--- src/rtl/ascon_round_ctrl_pkg.sv ---
// Shared types and constants for the ASCON permutation round controller.
package ascon_round_ctrl_pkg;

  // Index of the final round; every permutation variant ends here
  localparam int LAST_ROUND = 11;

  // Start round index for each permutation length (shorter variants skip early rounds)
  localparam logic [3:0] ROUND_START_P12 = 4'd0;
  localparam logic [3:0] ROUND_START_P8  = 4'd4;
  localparam logic [3:0] ROUND_START_P6  = 4'd6;

  typedef enum logic [1:0] {
    P12  = 2'b00,
    P8   = 2'b01,
    P6   = 2'b10,
    RSVD = 2'b11
  } type_round_mode;

  typedef enum logic [1:0] {
    ST_IDLE = 2'd0,
    ST_RUN  = 2'd1,
    ST_DONE = 2'd2
  } type_ctrl_state;

  // Round constants for the constant-addition layer, indexed by round index
  localparam logic [7:0] ROUND_CONST [12] = '{
    8'hf0, 8'he1, 8'hd2, 8'hc3, 8'hb4, 8'ha5,
    8'h96, 8'h87, 8'h78, 8'h69, 8'h5a, 8'h4b
  };

  // Round constant lookup; out-of-range indices yield zero
  function automatic logic [7:0] round_const(input logic [3:0] idx);
    logic [7:0] rc;
    rc = 8'h00;
    if (idx <= 4'(LAST_ROUND)) rc = ROUND_CONST[idx];
    return rc;
  endfunction

  // First round index for a given permutation length
  function automatic logic [3:0] round_start(input type_round_mode mode);
    logic [3:0] idx;
    case (mode)
      P8:      idx = ROUND_START_P8;
      P6:      idx = ROUND_START_P6;
      default: idx = ROUND_START_P12;
    endcase
    return idx;
  endfunction

endpackage

--- src/rtl/ascon_round_ctrl_round_counter.sv ---
// Loadable round index counter with a terminal flag at the last round.
// Wraps back to zero after the last round so the index never exceeds it.
module ascon_round_ctrl_round_counter #(
  parameter int ROUND_W    = 4,
  parameter int LAST_ROUND = 11
) (
  input  logic               clk,
  input  logic               srst,
  input  logic               load,
  input  logic [ROUND_W-1:0] load_val,
  input  logic               en,
  output logic [ROUND_W-1:0] count,
  output logic               terminal
);

  logic [ROUND_W-1:0] count_reg;
  logic [ROUND_W-1:0] count_next;

  assign terminal = (count_reg == ROUND_W'(LAST_ROUND));
  assign count    = count_reg;

  // Load takes priority; otherwise step forward, wrapping to zero at the last round
  always_comb begin
    count_next = count_reg;
    if (load) begin
      count_next = load_val;
    end else if (en) begin
      count_next = terminal ? '0 : count_reg + ROUND_W'(1);
    end
  end

  // Count register
  always_ff @(posedge clk) begin
    if (srst) count_reg <= '0;
    else      count_reg <= count_next;
  end

endmodule

--- src/rtl/ascon_round_ctrl.sv ---
// ASCON permutation round controller: one round per clock, p12/p8/p6 selected
// by start round index, with a one-cycle completion pulse to the mode FSM.
module ascon_round_ctrl
  import ascon_round_ctrl_pkg::*;
#(
  parameter int ROUND_W    = 4,
  parameter int LAST_ROUND = ascon_round_ctrl_pkg::LAST_ROUND
) (
  input  logic               clock_i,
  input  logic               reset_i,
  input  logic               start_i,
  input  logic [1:0]         mode_i,
  output logic               ready_o,
  output logic [ROUND_W-1:0] round_o,
  output logic               en_state_o,
  output logic               sel_init_o,
  output logic               busy_o,
  output logic               done_o,
  output logic               err_o
);

  type_ctrl_state     state_reg;
  type_ctrl_state     state_next;
  type_round_mode     mode_sel;
  logic               accept;
  logic               reject;
  logic               sel_init_reg;
  logic               err_reg;
  logic               round_en;
  logic               round_last;
  logic [ROUND_W-1:0] round_start_idx;

  assign mode_sel        = type_round_mode'(mode_i);
  assign accept          = (state_reg == ST_IDLE) && start_i && (mode_sel != RSVD);
  assign reject          = (state_reg == ST_IDLE) && start_i && (mode_sel == RSVD);
  assign round_en        = (state_reg == ST_RUN);
  assign round_start_idx = ROUND_W'(round_start(mode_sel));

  ascon_round_ctrl_round_counter #(
    .ROUND_W    (ROUND_W),
    .LAST_ROUND (LAST_ROUND)
  ) u_round_counter (
    .clk      (clock_i),
    .srst     (reset_i),
    .load     (accept),
    .load_val (round_start_idx),
    .en       (round_en),
    .count    (round_o),
    .terminal (round_last)
  );

  // State register
  always_ff @(posedge clock_i) begin
    if (reset_i) state_reg <= ST_IDLE;
    else         state_reg <= state_next;
  end

  // Next-state: RUN until the last round, then a single DONE cycle back to IDLE
  always_comb begin
    state_next = state_reg;
    case (state_reg)
      ST_IDLE: if (accept) state_next = ST_RUN;
      ST_RUN:  if (round_last) state_next = ST_DONE;
      ST_DONE: state_next = ST_IDLE;
      default: state_next = ST_IDLE;
    endcase
  end

  // Registered pulses: initial-state select on first RUN cycle, error after a reserved-mode start
  always_ff @(posedge clock_i) begin
    if (reset_i) begin
      sel_init_reg <= 1'b0;
      err_reg      <= 1'b0;
    end else begin
      sel_init_reg <= accept;
      err_reg      <= reject;
    end
  end

  // Outputs decoded from registered state only
  always_comb begin
    ready_o    = 1'b0;
    en_state_o = 1'b0;
    busy_o     = 1'b0;
    done_o     = 1'b0;
    case (state_reg)
      ST_IDLE: ready_o = 1'b1;
      ST_RUN: begin
        en_state_o = 1'b1;
        busy_o     = 1'b1;
      end
      ST_DONE: done_o = 1'b1;
      default: ready_o = 1'b0;
    endcase
    sel_init_o = sel_init_reg;
    err_o      = err_reg;
  end

endmodule

--- config.mk ---
export PLATFORM = sky130hd
export DESIGN_NAME = ascon_round_ctrl
export DESIGN_NICKNAME = d
export VERILOG_FILES = /design/src/rtl/ascon_round_ctrl_pkg.sv /design/src/rtl/ascon_round_ctrl_round_counter.sv /design/src/rtl/ascon_round_ctrl.sv
export SDC_FILE = /design/constraint.sdc
export NUM_CORES = 1
export LEC_CHECK = 0
export ABC_AREA = 1
export CAP_MARGIN = 20
export CORE_AREA = 4 4 41 43
export DETAILED_ROUTE_END_ITERATION = 6
export DIE_AREA = 0 0 45 47
export GPL_ROUTABILITY_DRIVEN = 0
export HOLD_SLACK_MARGIN = 0.08
export SYNTH_ARGS = -nofsm -noshare
export SYNTH_HDL_FRONTEND = slang
export SYNTH_SLANG_ARGS = --single-unit
--- constraint.sdc ---
create_clock -name clock_i -period 1.7 [get_ports clock_i]
set_input_delay 0.34 -clock clock_i [delete_from_list [all_inputs] [get_ports clock_i]]
set_output_delay 0.34 -clock clock_i [all_outputs]
set_load 0.005 [all_outputs]
==> images/flops_by_reg.png <==
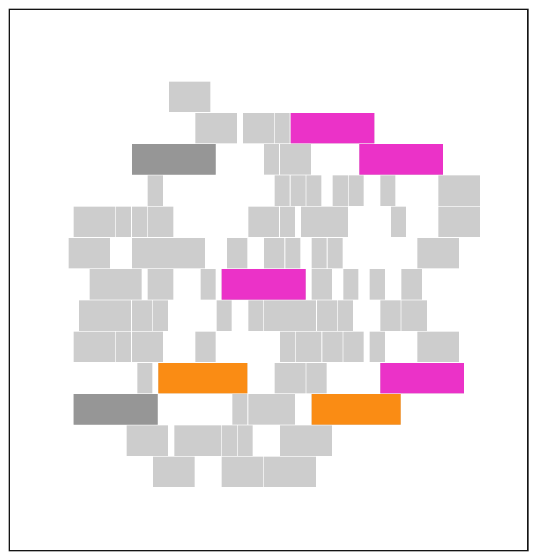
Key: u_round_counter.count = magenta [placed flops 4]; state_reg = orange [placed flops 2]
Another 2 sequential cells are not colored.

==> images/layer_met3.png <==
Scale bar: 10 microns.
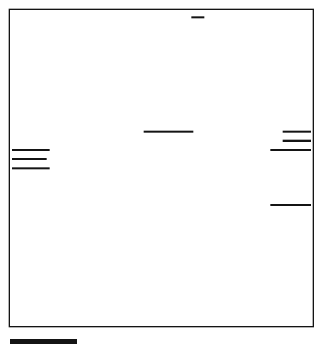
The wires run mostly horizontal. The layer carries 43.5 microns of wire.

==> images/layer_met2.png <==
Cells faint in the background.
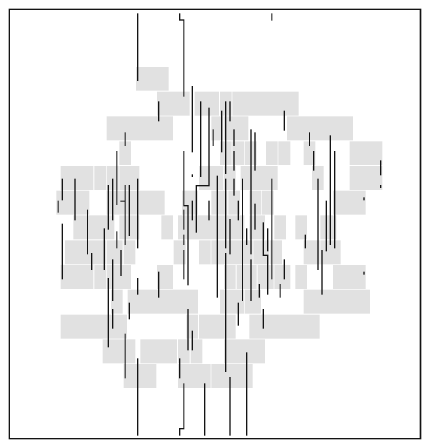
The layer carries 392 microns of wire. The layer holds 47% of the routed length. The longest straight run is 13.6 microns.

==> stage by stage <==
| step | cells | utilization (%) | cell area (sq um) | worst slack [ns] |
|---|---|---|---|---|
| global route | 94 | 49.6 | 646 | 0.0141 |
| finish | 94 | 49.6 | 646 | 0.108 |
| global placement | 90 | 46.7 | 608 | 0.0929 |
| CTS | 93 | 48.6 | 632 | 0.0145 |
| detailed placement | 90 | 46.7 | 608 | 0.0775 |
| floorplan | 63 | - | 460 | 0.586 |
==> report_power, final <==
group	switching [mW]	internal, mW
Sequential	0.0146	0.200
Combinational	0.0518	0.0596
Clock	0.0624	0.0807
==> kinds of logic after synthesis <==
| logic type | Yosys count |
|---|---|
| and+or+nand+nor | 33 |
| adders and majority gates | 3 |
| AOI/OAI and AO/OA | 4 |
| DFF | 8 |
| buffers and inverters | 15 |
==> results_slide.txt <==
Synthesis and Place & Route Summary

Status
  • Status: finished, final reports clean

Floorplanning
  • Die Y: 47 microns
  • I/O pin total: 15
  • FP Rows: 13

Logic synthesis
  • Mapped Area: 460 sq um
  • Synth Warn #: 0
  • Yosys chip area: 460 sq um
  • Distinct lib cells: 18
  • Area share, top type: 34.8%

Route
  • ANT nets after route: 0
  • DRC Markers: 0
  • DRT iter0 DRCs: 3
  • Via count: 424

STA
  • Final Hold Violation Tally: 0
  • Worst slew pin tran: 0.289 ns
  • Slew headroom: 80.7%
  • # setup viols final: 0

Run
  • Max-cap viol count: 0

Cells and area
  • Antenna diodes: 0
  • Non-clk invs: 13
  • Multi-input gates: 40
  • Fillers: 140

GRT
  • First-pass GRT wire length: 1480 microns
  • GR Util met1: 10.8%
  • Met3 Use GR: 1.15%

Clock tree
  • Clock sinks: 8
  • Max H-tree Level: 1

Placement
  • Port Buf Inserts: 14

Setup path
  • RR Endpoint: u_round_counter.count[3]
  • Critical Path Start Type: flip-flop
  • Reg2Reg Setup Slack: 0.52 ns

Min path
  • Hold_sp: u_round_counter.count[3]
